**Logic cells by family**

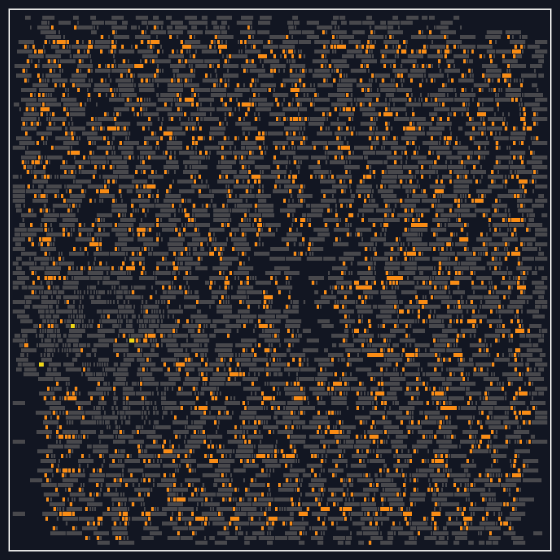
**Clock nets**

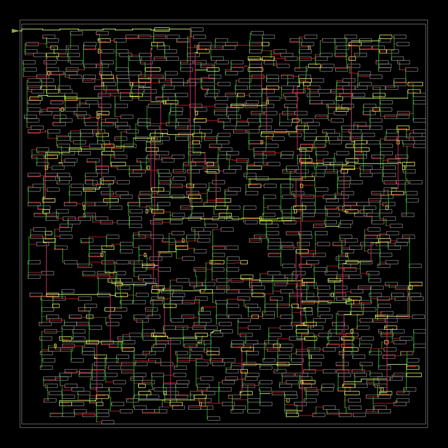
==> src/rtl/ppu_result_collector.sv <==
// In-order pairing buffer: snoops PPU issues and results and emits complete
// {seq, in1, op, in2, out} records on a valid/ready stream.
module ppu_result_collector #(
    parameter int WORD    = 32,
    parameter int OP_SIZE = 3,
    parameter int DEPTH   = 8,
    parameter int SEQ_W   = 16
) (
    input  logic                   clk,
    input  logic                   rst_n,
    input  logic                   ppu_valid_in,
    input  logic [WORD-1:0]        ppu_in1,
    input  logic [WORD-1:0]        ppu_in2,
    input  logic [OP_SIZE-1:0]     ppu_op,
    input  logic                   ppu_valid_o,
    input  logic [WORD-1:0]        ppu_out,
    output logic                   ppu_ready_o,
    output logic                   rec_valid,
    input  logic                   rec_ready,
    output logic [SEQ_W-1:0]       rec_seq,
    output logic [WORD-1:0]        rec_in1,
    output logic [WORD-1:0]        rec_in2,
    output logic [OP_SIZE-1:0]     rec_op,
    output logic [WORD-1:0]        rec_out,
    output logic [$clog2(DEPTH):0] outstanding,
    output logic                   err_overflow,
    output logic                   err_orphan
);
    localparam int AW = $clog2(DEPTH);
    localparam int PW = AW + 1;

    logic [PW-1:0]      wr_ptr_q, wr_ptr_d, res_ptr_q, res_ptr_d, rd_ptr_q, rd_ptr_d;
    logic [SEQ_W-1:0]   seq_cnt_q, seq_cnt_d;
    logic [SEQ_W-1:0]   seq_mem_q [DEPTH];
    logic [SEQ_W-1:0]   seq_mem_d [DEPTH];
    logic [WORD-1:0]    in1_mem_q [DEPTH];
    logic [WORD-1:0]    in1_mem_d [DEPTH];
    logic [WORD-1:0]    in2_mem_q [DEPTH];
    logic [WORD-1:0]    in2_mem_d [DEPTH];
    logic [OP_SIZE-1:0] op_mem_q  [DEPTH];
    logic [OP_SIZE-1:0] op_mem_d  [DEPTH];
    logic [WORD-1:0]    out_mem_q [DEPTH];
    logic [WORD-1:0]    out_mem_d [DEPTH];
    logic [DEPTH-1:0]   done_q, done_d;
    logic               err_overflow_q, err_overflow_d, err_orphan_q, err_orphan_d;

    logic [PW-1:0] count;
    logic [AW-1:0] wr_idx, res_idx, rd_idx;
    logic          full, issue, result, pop;

    assign count   = wr_ptr_q - rd_ptr_q;
    assign full    = (count == PW'(DEPTH));
    assign wr_idx  = wr_ptr_q[AW-1:0];
    assign res_idx = res_ptr_q[AW-1:0];
    assign rd_idx  = rd_ptr_q[AW-1:0];

    assign issue  = ppu_valid_in && !full;
    // A result only pairs with an issue captured on an earlier edge.
    assign result = ppu_valid_o && (res_ptr_q != wr_ptr_q);
    assign pop    = rec_valid && rec_ready;

    always_comb begin
        wr_ptr_d       = wr_ptr_q;
        res_ptr_d      = res_ptr_q;
        rd_ptr_d       = rd_ptr_q;
        seq_cnt_d      = seq_cnt_q;
        seq_mem_d      = seq_mem_q;
        in1_mem_d      = in1_mem_q;
        in2_mem_d      = in2_mem_q;
        op_mem_d       = op_mem_q;
        out_mem_d      = out_mem_q;
        done_d         = done_q;
        err_overflow_d = err_overflow_q || (ppu_valid_in && full);
        err_orphan_d   = err_orphan_q || (ppu_valid_o && !result);

        if (issue) begin
            seq_mem_d[wr_idx] = seq_cnt_q;
            in1_mem_d[wr_idx] = ppu_in1;
            in2_mem_d[wr_idx] = ppu_in2;
            op_mem_d[wr_idx]  = ppu_op;
            done_d[wr_idx]    = 1'b0;
            wr_ptr_d          = wr_ptr_q + PW'(1);
            seq_cnt_d         = seq_cnt_q + SEQ_W'(1);
        end
        if (result) begin
            out_mem_d[res_idx] = ppu_out;
            done_d[res_idx]    = 1'b1;
            res_ptr_d          = res_ptr_q + PW'(1);
        end
        // Index collisions between the three writers are impossible: they
        // would require the buffer to be both empty and full.
        if (pop) begin
            done_d[rd_idx] = 1'b0;
            rd_ptr_d       = rd_ptr_q + PW'(1);
        end
    end

    always_ff @(posedge clk or negedge rst_n) begin
        if (!rst_n) begin
            wr_ptr_q       <= '0;
            res_ptr_q      <= '0;
            rd_ptr_q       <= '0;
            seq_cnt_q      <= '0;
            done_q         <= '0;
            err_overflow_q <= 1'b0;
            err_orphan_q   <= 1'b0;
            for (int i = 0; i < DEPTH; i++) begin
                seq_mem_q[i] <= '0;
                in1_mem_q[i] <= '0;
                in2_mem_q[i] <= '0;
                op_mem_q[i]  <= '0;
                out_mem_q[i] <= '0;
            end
        end else begin
            wr_ptr_q       <= wr_ptr_d;
            res_ptr_q      <= res_ptr_d;
            rd_ptr_q       <= rd_ptr_d;
            seq_cnt_q      <= seq_cnt_d;
            done_q         <= done_d;
            err_overflow_q <= err_overflow_d;
            err_orphan_q   <= err_orphan_d;
            seq_mem_q      <= seq_mem_d;
            in1_mem_q      <= in1_mem_d;
            in2_mem_q      <= in2_mem_d;
            op_mem_q       <= op_mem_d;
            out_mem_q      <= out_mem_d;
        end
    end

    assign ppu_ready_o  = !full;
    assign outstanding  = count;
    assign rec_valid    = done_q[rd_idx] && ((rd_ptr_q != res_ptr_q) || (count != '0));
    assign rec_seq      = seq_mem_q[rd_idx];
    assign rec_in1      = in1_mem_q[rd_idx];
    assign rec_in2      = in2_mem_q[rd_idx];
    assign rec_op       = op_mem_q[rd_idx];
    assign rec_out      = out_mem_q[rd_idx];
    assign err_overflow = err_overflow_q;
    assign err_orphan   = err_orphan_q;
endmodule

==> config.mk <==
export PLATFORM = sky130hd
export DESIGN_NAME = ppu_result_collector
export DESIGN_NICKNAME = d
export VERILOG_FILES = /design/src/rtl/ppu_result_collector.sv
export SDC_FILE = /design/constraint.sdc
export NUM_CORES = 2
export LEC_CHECK = 0
export ABC_AREA = 1
export CAP_MARGIN = 20
export CELL_PAD_IN_SITES_DETAIL_PLACEMENT = 0
export CELL_PAD_IN_SITES_GLOBAL_PLACEMENT = 1
export CORE_UTILIZATION = 46
export DETAILED_ROUTE_END_ITERATION = 16
export GPL_ROUTABILITY_DRIVEN = 0
export PLACE_DENSITY_LB_ADDON = 0.1
export REMOVE_ABC_BUFFERS = 1
export SYNTH_ARGS = -nofsm -noshare
export SYNTH_HDL_FRONTEND = slang
export SYNTH_SLANG_ARGS = --single-unit
==> constraint.sdc <==
create_clock -name clk -period 3.7 [get_ports clk]
set_input_delay 1.11 -clock clk [delete_from_list [all_inputs] [get_ports clk]]
set_output_delay 1.11 -clock clk [all_outputs]
set_load 0.1 [all_outputs]
==> results.yml <==
# implementation run metrics
detailed_routing:
  drt_wl_total_um: 128000
  drc: 0
synthesis:
  top_area_share_pct: 56.8
  simple_gate_share_pct: 17.4
  synthMostInstantiatedCell: "nand2_1"
  synth_top_cell_by_area: "dfrtp_1"
  ys_seq_share_pct: 56.8
  ff_type: "dfrtp_1"
  xor_area_share_pct: 0.539
sta:
  rsz0062_at_grt: "true"
  setup_ws_ns: -0.109
  holdWs_ns: 0.433
  maxSlewHeadroom_pct: 48.2
  fmax_ghz: 0.263
  finClkSkew_ns: 0.0120
  min_period_ns: 3.81
  setup_viol: 5
  tns_ns: -0.176
  report.final.slew_viol_count: 0
finish:
  ff_count: 958
  area_growth_pct: 25.6
  drive_above_1_share_pct: 12.8
  stdcell_area_sq_um: 53000
  fin_cells: 6378
critical_path:
  r2r-start: "rd_ptr_q[0]"
  crit_slowest_cell: "dfrtp_4"
  critPathMaxFanout: 3
  crit_cells: 11
  r2r_end: "done_q[5]"
  reg2regPathDepth: 24
  cp_top_family: "adder cells"
  slowest_delay_ns: 0.52
  setup.worst_path.end_class: "output port"
  crit_start: "rd_ptr_q[0]"
  required_ns: 2.59
clocking:
  cts.clk_slew.worst_paths_ns: 0.06
  cts-root-buf: "clkbuf_16"
  postCtsHoldBufs: 0
  ctsHtreeMaxLevel: 3
place:
  dpl_cell_area_sq_um: 47200
status:
  status: "finished with violations"
  violations: "setup timing"
floorplan:
  rows: 110
Back to the opening pictures, 'logic cells by family':
Key: aoi and oai cells = orange [cells 1517, most used o21ai_0, where widely spread]; non-inverting ao/oa cells = yellow [cells 3]

Back to the opening pictures, 'clock nets':
# clock sinks: 958
TritonCTS Buffers: 103

per-layer routing:
layer / track usage (%) / part of all wire (%)
met4: 6.71 / 2.0
met3: 2.88 / 4.7
met1: 39.4 / 47
met2: 42.5 / 46
met5: 0 / 0.025
registers in the layout, indices dropped and copies added, names as in the netlist:
name,flops
done_q,8
err_orphan,1
err_overflow,1
in1_mem_q,256
in2_mem_q,256
op_mem_q,24
out_mem_q,256
rd_ptr_q,4
res_ptr_q,4
seq_cnt_q,16
seq_mem_q,128
wr_ptr_q,4
